Fig. 1: run 1, clock routing
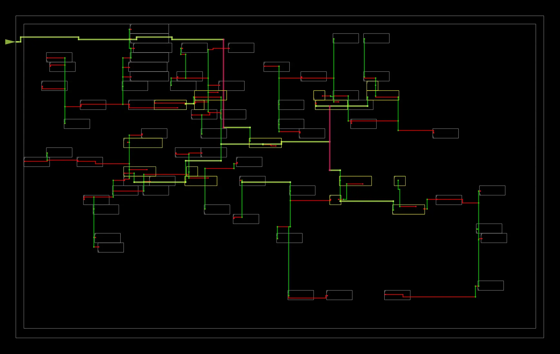
Fig. 2: run 1, logic cells by family
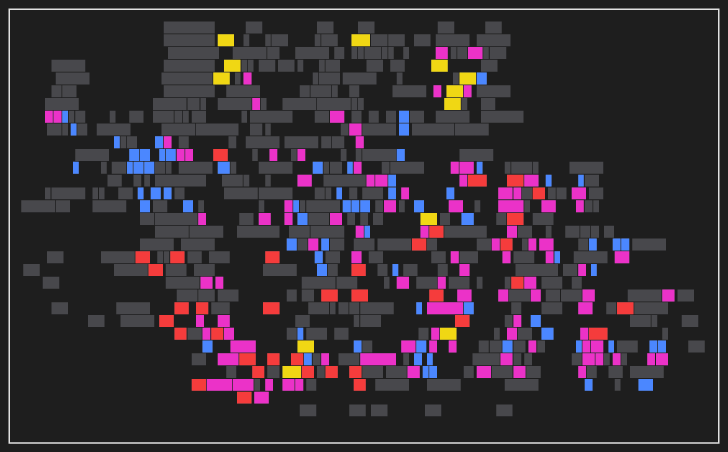
Fig. 3: run 1, cells by drive strength
Scale bar: 50 µm.
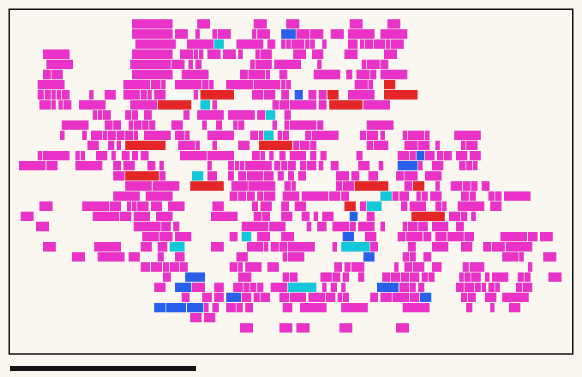
==> config.mk <==
export PLATFORM = sky130hd
export DESIGN_NAME = interleaver_rd_fsm_flat
export DESIGN_NICKNAME = d
export VERILOG_FILES = /design/src/rtl/interleaver_rd_if.sv /design/src/rtl/interleaver_rd_fsm.sv /design/src/flat_wrapper.sv
export SDC_FILE = /design/constraint.sdc
export NUM_CORES = 1
export LEC_CHECK = 0
export CORE_ASPECT_RATIO = 0.6
export CORE_MARGIN = 2
export CORE_UTILIZATION = 33
export CTS_BUF_LIST = sky130_fd_sc_hd__clkbuf_4 sky130_fd_sc_hd__clkbuf_8 sky130_fd_sc_hd__clkbuf_16
export CTS_CLUSTER_SIZE = 40
export DETAILED_ROUTE_END_ITERATION = 7
export GPL_ROUTABILITY_DRIVEN = 0
export HOLD_SLACK_MARGIN = 0.08
export PLACE_DENSITY = 0.58
export SETUP_SLACK_MARGIN = 0.1
export SYNTH_ARGS = -nofsm -noshare
export SYNTH_HDL_FRONTEND = slang
export SYNTH_SLANG_ARGS = --single-unit
==> constraint.sdc <==
create_clock -name clk -period 11.8 [get_ports clk]
set_clock_uncertainty 0.15 [all_clocks]
set_input_delay 2.36 -clock clk [delete_from_list [all_inputs] [get_ports clk]]
set_output_delay 2.36 -clock clk [all_outputs]
set_load 0.05 [all_outputs]
==> job_summary.md, run 1 <==
### Flow metrics

| Metric | Value |
|---|---|
| Final sum of negative setup slack | `0 ns` |
| Required time of the critical path | `9.29 ns` |
| Final count of pins violating max slew | `0` |
| Data arrival time of the critical path | `5.48 ns` |
| Fmax | `125 MHz` |
| Number of post-CTS setup repair buffers | `0` |
| Kind of cell adding the most delay to the critical path | `buffers and inverters` |
| CP Cell Sequence | `clkdlybuf4s50_1, nor2b_1, ha_1, inv_1, ha_1, inv_1, fa_1, inv_1, or3_1, nor2_1, clkdlybuf4s50_1` |
| Hold violation count in the final report | `0` |
| Post-synth regs | `61` |
| Largest non-sequential cell family by area | `simple AND/OR/NAND/NOR gates` |
| Per-instance average area after synthesis | `8.51 µm²` |
| Most area-hungry cell type in the Yosys netlist | `dfxtp_1` |
| Number of stages on the worst hold path | `0` |
| PortBufs | `29` |
| Top power consumer group | `the clock network` |
| HPWL reported at the end of detailed placement | `8.69 mm` |
| Tap cell count | `170` |
| Overall Power | `0.000794 W` |
| Max Used Layer | `met4` |
| Max clock buf depth | `2` |
| Vias | `3971` |
| DP Cell Count | `686` |
| Seq area share | `25.5%` |
| Register-to-register setup slack | `6.82 ns` |
| Share of the yosys chip area belonging to registers | `30.0%` |
| Top-area cell type share of the netlist area | `25.8%` |
| Seq Cell Count | `61` |
| Critical Path Start Type | `input port` |
| RSZ-0062 raised after global routing | `no` |
| Routed metal-1 wire length | `6.23 mm` |
| Ys cells | `502` |
| Detailed route wirelength on metal3 | `755 µm` |
| Maximum ir drop on the vdd rail | `73.1 µV` |
| Residual DRC | `0` |
| Worst path most repeated cell | `inv_1` |
| Register area | `1280 µm²` |
| Worst-Skew Late Latency | `0.33 ns` |
| Standard cell core area | `12700 µm²` |
| Yosys warning tally | `0` |
| Outcome | `finished clean` |
| Synthesized cell area | `4270 µm²` |
| Path type of the worst min-delay path | `register to register` |
| Maximum cell stage delay along the critical path | `0.81 ns` |
| Worst hold slack | `0.329 ns` |
| Diodes inserted | `0` |
| Top-Level Pins | `30` |
| Cell with the most instances after synthesis | `dfxtp_1` |
| Clock transition at the registers of the reported paths | `0.06 ns` |
| Count of antenna-violating nets left after detailed routing | `0` |
## Picture notes: Fig. 1
TritonCTS buffer count: 9
CTS sink cnt: 61

## Picture notes: Fig. 2
Key: aoi and oai cells = magenta [cells 98]; nand cells = blue [cells 69]; non-inverting ao/oa cells = red [cells 36]; mux cells = yellow [cells 12]
logic gate fraction of the total cell area: 56.4%
most frequent logic cell in the layout: dfxtp_1
non-filler instance count after layout: 702

## Picture notes: Fig. 3
Key: x3 and x4 = cyan [cells 11]; x1 and smaller = magenta [cells 492]; x6 and larger = red [cells 14]; x2 = blue [cells 15]
relative area change from synthesis to final layout: 17.6%
Non-CTS buffers: 33
PnR worst setup slack: 3.81 ns

Fig. 4: run 1, clock network drawn from the DEF
Scale bar: 50 µm.
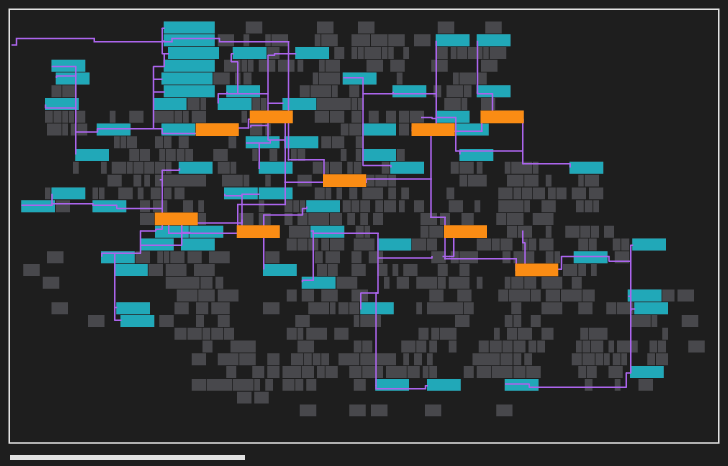

--- run 2 (diff from run 1) ---
PLACE_DENSITY = 0.6   (was 0.58)
clock period = 7 ns   (was 11.8 ns; I/O delays follow)
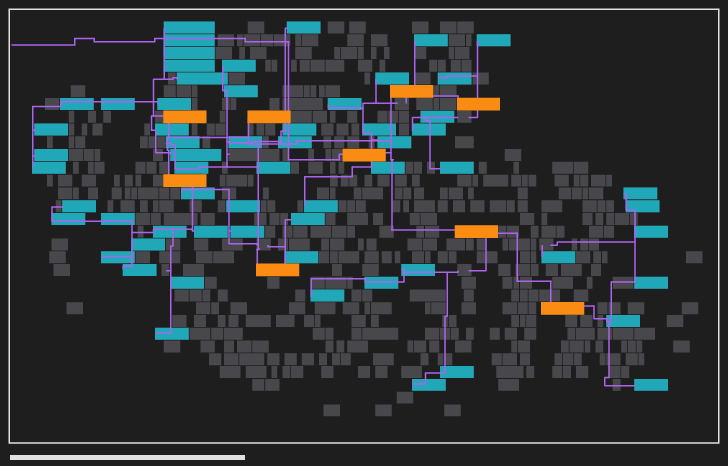
Fig. 5. Clock network drawn from the DEF (run 2).
Scale bar: 50 µm.
Key: flip-flops = cyan [count 61]; clock wires = purple [length 910 µm]; clock-net drivers = orange [count 9]
There are 10 routed clock nets.
Worst-Skew Late Latency: 0.33 ns
power share of the clock group: 33.9%
Clock group: 0.000451 W

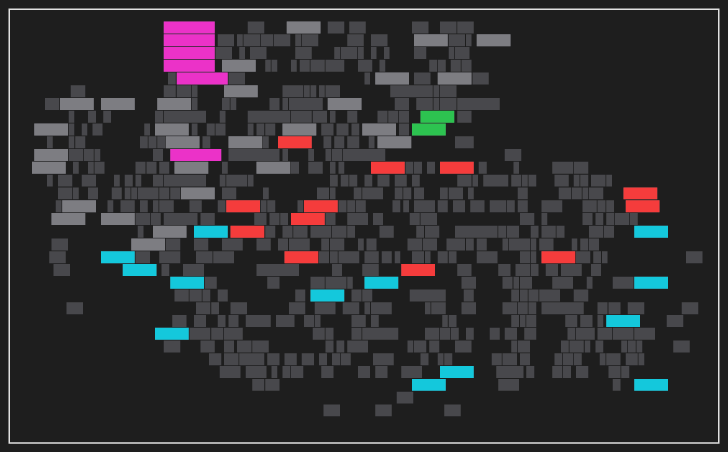
Fig. 6. Register map, names as in the netlist (run 2).
Other sequential cells in the stronger gray, the rest of the logic in the fainter gray.
Key: u_core.mem = magenta [sequential cells 6, where top left]; u_core.size = green [sequential cells 2]; u_core.rd_addr = cyan [sequential cells 13]; u_core.g = red [sequential cells 12]
Another 28 sequential cells are not colored.
Seq area share: 25.5%
Seq. pwr: 0.000426 W
Finished Core Util: 39.4%
register area: 1280 µm²

==> run 2 against run 1 <==
Net effect:
- synthesized cell count unchanged
- wire length down 1.4%
- area after synthesis unchanged
- non-clock buffer count unchanged
- via count down 0.86%
- combinational power up 69%
- largest power group is now combinational logic
==> job_summary.md, run 2 <==
### Flow metrics

| Metric | Value |
|---|---|
| Vias | `3937 (-0.86%)` |
| Number of post-CTS setup repair buffers | `0 (unchanged)` |
| Top-area cell type share of the netlist area | `25.8% (unchanged)` |
| Final sum of negative setup slack | `0 ns (unchanged)` |
| Critical Path Start Type | `input port` |
| RSZ-0062 raised after global routing | `no` |
| Clock transition at the registers of the reported paths | `0.06 ns (about the same)` |
| Hold violation count in the final report | `0 (unchanged)` |
| Data arrival time of the critical path | `4.57 ns (-0.91 ns)` |
| Overall Power | `0.00133 W (+68%)` |
| Fmax | `163 MHz` |
| Share of the yosys chip area belonging to registers | `30.0% (unchanged)` |
| Maximum cell stage delay along the critical path | `0.81 ns (about the same)` |
| Non-CTS buffers | `33 (unchanged)` |
| Path type of the worst min-delay path | `register to register` |
| Relative area change from synthesis to final layout | `17.6% (about the same)` |
| Logic gate fraction of the total cell area | `56.4% (about the same)` |
| Per-instance average area after synthesis | `8.51 µm² (unchanged)` |
| Count of antenna-violating nets left after detailed routing | `0 (unchanged)` |
| Top power consumer group | `combinational logic` |
| Residual DRC | `0 (unchanged)` |
| Outcome | `finished clean` |
| Detailed route wirelength on metal3 | `656 µm (-13%)` |
| Seq Cell Count | `61 (unchanged)` |
| Top-Level Pins | `30 (unchanged)` |
| Largest non-sequential cell family by area | `simple AND/OR/NAND/NOR gates` |
| Maximum ir drop on the vdd rail | `132 µV (+81%)` |
| Ys cells | `502 (unchanged)` |
| Synthesized cell area | `4270 µm² (unchanged)` |
| Required time of the critical path | `5.45 ns (-3.84 ns)` |
| Non-filler instance count after layout | `702 (unchanged)` |
| Post-synth regs | `61 (unchanged)` |
| CTS sink cnt | `61 (unchanged)` |
| Cell with the most instances after synthesis | `dfxtp_1` |
| Yosys warning tally | `0 (unchanged)` |
| Most area-hungry cell type in the Yosys netlist | `dfxtp_1` |
| Diodes inserted | `0 (unchanged)` |
| TritonCTS buffer count | `9 (unchanged)` |
| HPWL reported at the end of detailed placement | `8.74 mm (+0.63%)` |
| CP Cell Sequence | `clkdlybuf4s50_1, nor2b_1, ha_1, inv_1, ha_1, inv_1, fa_1, inv_1, or3_1, nor2_1, clkdlybuf4s50_1` |
| Max clock buf depth | `2 (unchanged)` |
Power figures rest on the tool's default switching activity, not on a simulated workload.
